[src/rtl/id_pipe_pkg.sv]
// Shared encodings and the per-opcode operand routing table for the decode stage.
package id_pipe_pkg;

    localparam logic [6:0] OPC_OP_IMM = 7'b0010011;
    localparam logic [6:0] OPC_OP     = 7'b0110011;
    localparam logic [6:0] OPC_LUI    = 7'b0110111;
    localparam logic [6:0] OPC_AUIPC  = 7'b0010111;
    localparam logic [6:0] OPC_STORE  = 7'b0100011;
    localparam logic [6:0] OPC_LOAD   = 7'b0000011;
    localparam logic [6:0] OPC_BRANCH = 7'b1100011;
    localparam logic [6:0] OPC_JAL    = 7'b1101111;
    localparam logic [6:0] OPC_JALR   = 7'b1100111;
    localparam logic [6:0] OPC_SYSTEM = 7'b1110011;

    localparam logic [2:0] F3_PRIV   = 3'b000;
    localparam logic [2:0] F3_CSRRW  = 3'b001;
    localparam logic [2:0] F3_CSRRS  = 3'b010;
    localparam logic [2:0] F3_CSRRC  = 3'b011;
    localparam logic [2:0] F3_CSRRWI = 3'b101;
    localparam logic [2:0] F3_CSRRSI = 3'b110;
    localparam logic [2:0] F3_CSRRCI = 3'b111;

    localparam logic [31:0] INST_NOP = 32'h0000_0013;

    typedef enum logic [1:0] {
        CSR_NONE  = 2'b00,
        CSR_WRITE = 2'b01,
        CSR_SET   = 2'b10,
        CSR_CLEAR = 2'b11
    } csr_op_e;

    typedef enum logic [1:0] {
        OP1_ZERO,
        OP1_RS1,
        OP1_PC,
        OP1_UIMM
    } op1_sel_e;

    typedef enum logic [2:0] {
        OP2_ZERO,
        OP2_RS2,
        OP2_IMM_I,
        OP2_IMM_U,
        OP2_IMM_J
    } op2_sel_e;

    typedef struct packed {
        logic     use_rs1;
        logic     use_rs2;
        op1_sel_e op1_sel;
        op2_sel_e op2_sel;
        logic     wb;
        logic     is_csr;
        logic     illegal;
    } dec_ctrl_t;

    // Stores and branches carry rs1/rs2 as operands; their offsets are recovered downstream from inst_o.
    function automatic dec_ctrl_t decode_ctrl(input logic [31:0] inst);
        dec_ctrl_t c;
        c = '0;
        case (inst[6:0])
            OPC_OP_IMM: begin c.use_rs1 = 1'b1; c.op1_sel = OP1_RS1; c.op2_sel = OP2_IMM_I; c.wb = 1'b1; end
            OPC_OP: begin
                c.use_rs1 = 1'b1; c.use_rs2 = 1'b1;
                c.op1_sel = OP1_RS1; c.op2_sel = OP2_RS2; c.wb = 1'b1;
            end
            OPC_LUI:    begin c.op2_sel = OP2_IMM_U; c.wb = 1'b1; end
            OPC_AUIPC:  begin c.op1_sel = OP1_PC; c.op2_sel = OP2_IMM_U; c.wb = 1'b1; end
            OPC_STORE, OPC_BRANCH: begin
                c.use_rs1 = 1'b1; c.use_rs2 = 1'b1;
                c.op1_sel = OP1_RS1; c.op2_sel = OP2_RS2;
            end
            OPC_LOAD, OPC_JALR: begin
                c.use_rs1 = 1'b1; c.op1_sel = OP1_RS1; c.op2_sel = OP2_IMM_I; c.wb = 1'b1;
            end
            OPC_JAL:    begin c.op1_sel = OP1_PC; c.op2_sel = OP2_IMM_J; c.wb = 1'b1; end
            OPC_SYSTEM: begin
                case (inst[14:12])
                    F3_PRIV: ;
                    F3_CSRRW, F3_CSRRS, F3_CSRRC: begin
                        c.use_rs1 = 1'b1; c.op1_sel = OP1_RS1; c.wb = 1'b1; c.is_csr = 1'b1;
                    end
                    F3_CSRRWI, F3_CSRRSI, F3_CSRRCI: begin
                        c.op1_sel = OP1_UIMM; c.wb = 1'b1; c.is_csr = 1'b1;
                    end
                    default: c.illegal = 1'b1;
                endcase
            end
            default: c.illegal = 1'b1;
        endcase
        return c;
    endfunction

endpackage

[src/rtl/id_pipe_fwd_mux.sv]
// One source operand: the youngest matching forwarding source wins, else regfile data; x0 reads zero.
module id_fwd_mux #(
    parameter int XLEN      = 32,
    parameter int FWD_PORTS = 2
) (
    input  logic [4:0]                raddr,
    input  logic [XLEN-1:0]           reg_rdata,
    input  logic [FWD_PORTS-1:0]      fwd_we,
    input  logic [5*FWD_PORTS-1:0]    fwd_waddr,
    input  logic [XLEN*FWD_PORTS-1:0] fwd_wdata,
    output logic [XLEN-1:0]           rdata
);

    // Walk from the oldest source to the youngest so the lowest index overrides.
    always_comb begin
        rdata = reg_rdata;
        for (int k = FWD_PORTS - 1; k >= 0; k--) begin
            if (fwd_we[k] && (fwd_waddr[5*k +: 5] == raddr)) begin
                rdata = fwd_wdata[XLEN*k +: XLEN];
            end
        end
        if (raddr == 5'd0) begin
            rdata = '0;
        end
    end

endmodule

[src/rtl/id_pipe.sv]
// Decode stage: operand selection with forwarding, load-use and CSR hazards, one-entry output register.
module id_pipe
    import id_pipe_pkg::*;
#(
    parameter int XLEN      = 32,
    parameter int FWD_PORTS = 2,
    parameter int CSR_LAT   = 2
) (
    input  logic                      clk_i,
    input  logic                      rst_i,
    input  logic                      valid_i,
    output logic                      ready_o,
    input  logic [31:0]               inst_i,
    input  logic [XLEN-1:0]           inst_addr_i,
    output logic [4:0]                reg1_raddr_o,
    output logic [4:0]                reg2_raddr_o,
    input  logic [XLEN-1:0]           reg1_rdata_i,
    input  logic [XLEN-1:0]           reg2_rdata_i,
    input  logic [FWD_PORTS-1:0]      fwd_we_i,
    input  logic [5*FWD_PORTS-1:0]    fwd_waddr_i,
    input  logic [XLEN*FWD_PORTS-1:0] fwd_wdata_i,
    input  logic                      fwd_is_load_i,
    input  logic                      flush_i,
    output logic                      valid_o,
    input  logic                      ready_i,
    output logic [31:0]               inst_o,
    output logic [XLEN-1:0]           inst_addr_o,
    output logic [XLEN-1:0]           op1_o,
    output logic [XLEN-1:0]           op2_o,
    output logic                      reg_we_o,
    output logic [4:0]                reg_waddr_o,
    output logic                      csr_we_o,
    output logic                      csr_re_o,
    output logic [11:0]               csr_addr_o,
    output logic [1:0]                csr_op_o,
    output logic                      illegal_o,
    output logic                      stallreq_o
);

    localparam logic [3:0] CSR_LAT_W = 4'(CSR_LAT);

    logic [4:0]        rs1, rs2, rd;
    dec_ctrl_t         ctrl;
    logic [XLEN-1:0]   rs1_val, rs2_val, op1_d, op2_d;
    logic signed [31:0] imm_i, imm_u, imm_j;
    csr_op_e           csr_op_d;
    logic              csr_we_d, csr_re_d, load_use, hazard, transfer;
    logic [3:0]        csr_busy;

    assign rs1  = inst_i[19:15];
    assign rs2  = inst_i[24:20];
    assign rd   = inst_i[11:7];
    assign ctrl = decode_ctrl(inst_i);

    assign reg1_raddr_o = rs1;
    assign reg2_raddr_o = rs2;

    assign imm_i = 32'($signed(inst_i[31:20]));
    assign imm_u = {inst_i[31:12], 12'h000};
    assign imm_j = 32'($signed({inst_i[31], inst_i[19:12], inst_i[20], inst_i[30:21], 1'b0}));

    id_fwd_mux #(.XLEN(XLEN), .FWD_PORTS(FWD_PORTS)) u_fwd_rs1 (
        .raddr(rs1), .reg_rdata(reg1_rdata_i), .fwd_we(fwd_we_i),
        .fwd_waddr(fwd_waddr_i), .fwd_wdata(fwd_wdata_i), .rdata(rs1_val)
    );

    id_fwd_mux #(.XLEN(XLEN), .FWD_PORTS(FWD_PORTS)) u_fwd_rs2 (
        .raddr(rs2), .reg_rdata(reg2_rdata_i), .fwd_we(fwd_we_i),
        .fwd_waddr(fwd_waddr_i), .fwd_wdata(fwd_wdata_i), .rdata(rs2_val)
    );

    always_comb begin
        op1_d = '0;
        case (ctrl.op1_sel)
            OP1_RS1:  op1_d = rs1_val;
            OP1_PC:   op1_d = inst_addr_i;
            OP1_UIMM: op1_d = XLEN'(rs1);
            default:  op1_d = '0;
        endcase
        op2_d = '0;
        case (ctrl.op2_sel)
            OP2_RS2:   op2_d = rs2_val;
            OP2_IMM_I: op2_d = XLEN'(imm_i);
            OP2_IMM_U: op2_d = XLEN'(imm_u);
            OP2_IMM_J: op2_d = XLEN'(imm_j);
            default:   op2_d = '0;
        endcase
    end

    // Set/clear with a zero source must not write the CSR; a plain write with rd=x0 must not read it.
    assign csr_op_d = ctrl.is_csr ? csr_op_e'(inst_i[13:12]) : CSR_NONE;
    assign csr_we_d = ctrl.is_csr & ((inst_i[13:12] == 2'b01) | (rs1 != 5'd0));
    assign csr_re_d = ctrl.is_csr & ((inst_i[13:12] != 2'b01) | (rd != 5'd0));

    assign load_use = fwd_is_load_i & fwd_we_i[0] & (fwd_waddr_i[4:0] != 5'd0) &
                      ((ctrl.use_rs1 & (fwd_waddr_i[4:0] == rs1)) |
                       (ctrl.use_rs2 & (fwd_waddr_i[4:0] == rs2)));
    assign hazard     = valid_i & (load_use | (ctrl.is_csr & (csr_busy != 4'd0)));
    assign ready_o    = flush_i | ((~valid_o | ready_i) & ~hazard);
    assign stallreq_o = hazard & ~flush_i;
    assign transfer   = valid_i & ready_o & ~flush_i;

    always_ff @(posedge clk_i) begin
        if (rst_i) begin
            valid_o     <= 1'b0;
            inst_o      <= INST_NOP;
            inst_addr_o <= '0;
            op1_o       <= '0;
            op2_o       <= '0;
            reg_we_o    <= 1'b0;
            reg_waddr_o <= 5'd0;
            csr_we_o    <= 1'b0;
            csr_re_o    <= 1'b0;
            csr_addr_o  <= 12'h000;
            csr_op_o    <= CSR_NONE;
            illegal_o   <= 1'b0;
            csr_busy    <= 4'd0;
        end else begin
            if (flush_i) begin
                valid_o <= 1'b0;
            end else if (transfer) begin
                valid_o     <= 1'b1;
                inst_o      <= inst_i;
                inst_addr_o <= inst_addr_i;
                op1_o       <= op1_d;
                op2_o       <= op2_d;
                reg_we_o    <= ctrl.wb & (rd != 5'd0);
                reg_waddr_o <= rd;
                csr_we_o    <= csr_we_d;
                csr_re_o    <= csr_re_d;
                csr_addr_o  <= ctrl.is_csr ? inst_i[31:20] : 12'h000;
                csr_op_o    <= csr_op_d;
                illegal_o   <= ctrl.illegal;
            end else if (~valid_o | ready_i) begin
                valid_o <= 1'b0;
            end

            if (transfer & ctrl.is_csr) begin
                csr_busy <= CSR_LAT_W;
            end else if (csr_busy != 4'd0) begin
                csr_busy <= csr_busy - 4'd1;
            end
        end
    end

endmodule
[config.mk]
export PLATFORM = sky130hd
export DESIGN_NAME = id_pipe
export DESIGN_NICKNAME = d
export VERILOG_FILES = /design/src/rtl/id_pipe_pkg.sv /design/src/rtl/id_pipe_fwd_mux.sv /design/src/rtl/id_pipe.sv
export SDC_FILE = /design/constraint.sdc
export NUM_CORES = 1
export LEC_CHECK = 0
export CAP_MARGIN = 10
export CORE_AREA = 2 2 147 149
export DETAILED_ROUTE_END_ITERATION = 8
export DIE_AREA = 0 0 149 151
export DONT_BUFFER_PORTS = 1
export GPL_ROUTABILITY_DRIVEN = 0
export PLACE_DENSITY = 0.62
export SLEW_MARGIN = 20
export SYNTH_ARGS = -nofsm -noshare
export SYNTH_HDL_FRONTEND = slang
export SYNTH_SLANG_ARGS = --single-unit
[constraint.sdc]
create_clock -name clk_i -period 2.5 [get_ports clk_i]
set_clock_uncertainty 0.1 [all_clocks]
set_input_delay 0.375 -clock clk_i [delete_from_list [all_inputs] [get_ports clk_i]]
set_output_delay 0.375 -clock clk_i [all_outputs]
set_load 0.01 [all_outputs]
Gate-type map:
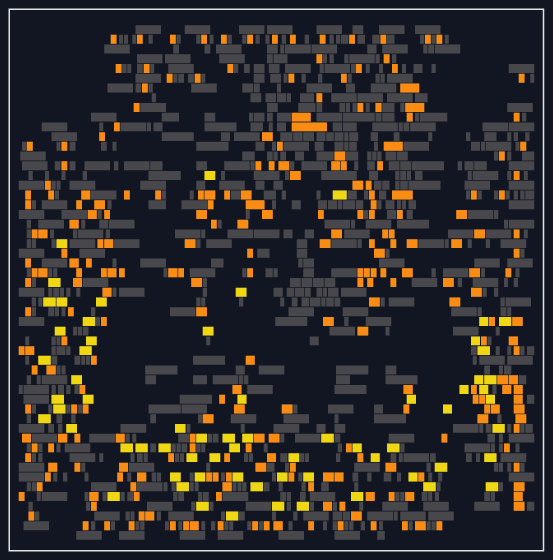
Key: aoi and oai cells = orange [cells 254, most used a21oi_1, where all over the die]; non-inverting ao/oa cells = yellow [cells 66, most used a31o_2]

Clock network drawn from the DEF:
Bar = 50 µm.
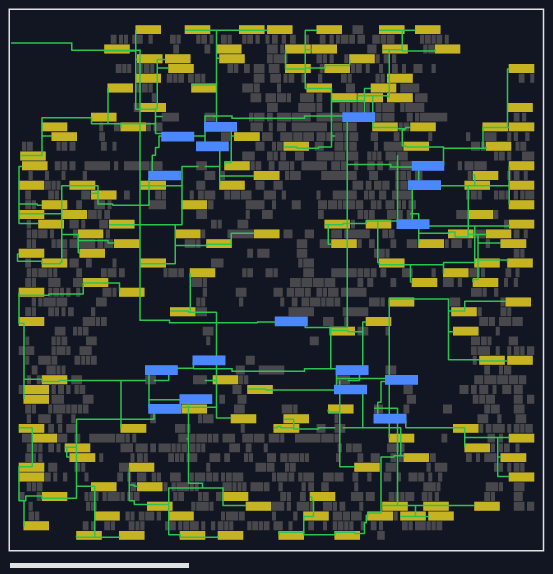
Key: flip-flops = yellow [count 151]; clock wires = green [length 2330 µm]; clock drivers = blue [count 17]
Position of the flops: all over the die. There are 18 routed clock nets.
clock group total power: 2.52 mW
insertion delay of the later-clocked pin in the worst-skew pair: 0.42 ns

==> summary.txt <==
Summary of implementation figures.

Layout
The number of inserted diodes is 0. Leaving out filler cells and counting taps, the final layout contains 1316. The area taken by sequential standard cells is reported as 0.003023 mm².

STA
The normalized max-slew margin is 56.10%. The transition time of the tightest slew-check pin is 0.6561 ns. Hold-check failures listed in the final report amount to 76.

Setup repair after global routing could not meet its margin everywhere. Final hold analysis gives a worst-case slack of -0.08050 ns.

Clocking
The number of levels the H-tree was split into is 4. CTS reports a maximum clock tree buffer depth of 2. The tree built by TritonCTS fans out to 151 sinks. Clock tree synthesis selected as its root buffer the cell clkbuf_16.

Synth
The parity-gate share of the synthesized area counting xor and xnor cells is 2.219%. The chip area estimate from yosys synthesis is 0.007895 mm². Summed over all instances, the cell type with the most area after synthesis is dfxtp_1. Synthesis produced 1065 cells. The count of instantiated cells in the yosys netlist is 1065. In the synthesized netlist, the dominant kind of combinational cell is AND-OR/OR-AND gates. The net count after synthesis is 1275.

Per the synthesis report, the single largest cell type by area occupies 38.29% of cell area. After Yosys synthesis, and, or, nand and nor cells account for 24.63% of the synthesized area.

Route
The via density per instance is 6.059.

Critical path
Data on the critical path arrives at its endpoint at 2.66 ns. The data required time of the critical path is 2.70 ns. The critical path startpoint is inst_i[2]. Traced cell by cell, the critical path runs through nand2b_1, or4_4, a2111oi_4, nand4b_1, clkbuf_8, a21oi_1, dlygate4sd3_1.

Pwr
The proportion of power drawn by flip-flops and latches is 46.4%. The net switching power in the latest report is 1.620 mW. The switching portion of total power is 28.18%.

Floorplanning
After floorplanning, the core was divided into 53 placement rows.

Run
Warnings raised by the tools during the run amount to 31.

Outcome
The flow ran to the end, but the final reports show violations. The final reports fail on hold timing.
Metal layers overlaid:
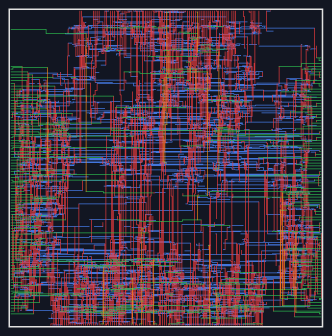
Key: metal 1 = blue [wire length 12600 µm]; metal 3 = green [wire length 3770 µm]; metal 4 = orange [wire length 804 µm]; metal 2 = red [wire length 15400 µm]
vias: 7974
post-detailed-route wirelength per cell: 24.75 µm
overall track demand over capacity in global routing: 27.85%

Port wiring:
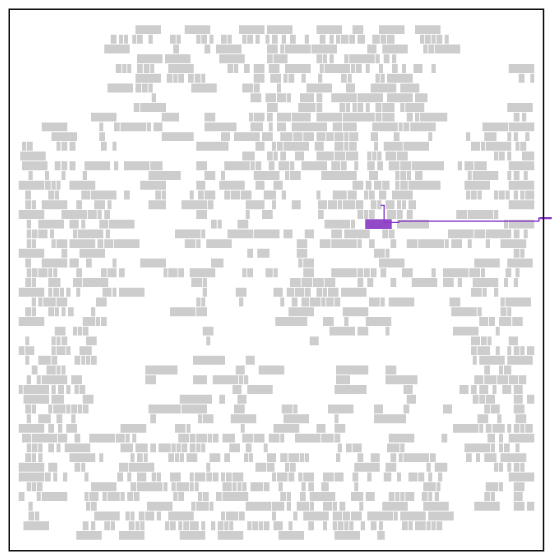
Key: `reg_we_o` = purple [bits 1, direction output, edge east, end cells 1, buffers 0, wire 50.8 µm]
number of port buffers: 0
count of boundary I/O pins: 374

-- per-stage QoR --
step / hold slack [ns] / power, mW / setup TNS (ns) / setup WS (ns)
after detailed placement: 0.3557 / 3.259 / -0.6602 / -0.08500
after global routing: -0.1092 / 5.996 / -0.04805 / -0.03141
final: -0.08050 / 5.748 / 0 / 0.04010
after CTS: -0.1010 / 5.810 / 0 / 0.009826
after global placement: 0.3567 / 3.246 / -0.05040 / -0.01341
after floorplan: 0.3625 / 3.140 / 0 / 0.09978
-- area by class of cell --
class / instances / share of cell area [%]
clock buffer: 19 / 5.024
inverter: 4 / 0.1666
clock inverter: 13 / 1.207
sequential: 151 / 33.53
multi-input combinational: 795 / 48.70
timing repair buffer: 59 / 7.550
tap: 275 / 3.817
-- sequential cells by signal (all words and copies together) (netlist names) --
| signal | flops |
|---|---|
| inst_addr_o | 32 |
| inst_o | 32 |
| csr_we_o | 1 |
| csr_addr_o | 12 |
| op2_o | 32 |
| valid_o | 1 |
| csr_op_o | 2 |
| csr_re_o | 1 |
| reg_we_o | 1 |
| csr_busy | 4 |
| op1_o | 32 |
| illegal_o | 1 |
-- repair_timing --
action,4_1_cts,5_1_grt
buffers inserted,0,2
hold endpoints to repair,149,136
resized,0,12
setup endpoints to repair,0,13
-- worst max path at each step --
| stage | depth (start not counted) | to |
|---|---|---|
| after floorplan | 8 | csr_busy[1] |
| after global placement | 9 | op1_o[15] |
| after global routing | 7 | valid_o |
| after detailed placement | 8 | op1_o[9] |
| after CTS | 6 | ready_o |
| final | 7 | valid_o |
-- layer usage --
metal | track usage, % | vias up | share of wire (%)
met1 | 33.57 | 3798 | 39
met2 | 46.20 | 449 | 47
met4 | 8.381 | 0 | 2.5
li1 | - | 3677 | -
met3 | 10.57 | 50 | 12
met5 | 0 | - | 0
Power is estimated from default activity; no workload was simulated.
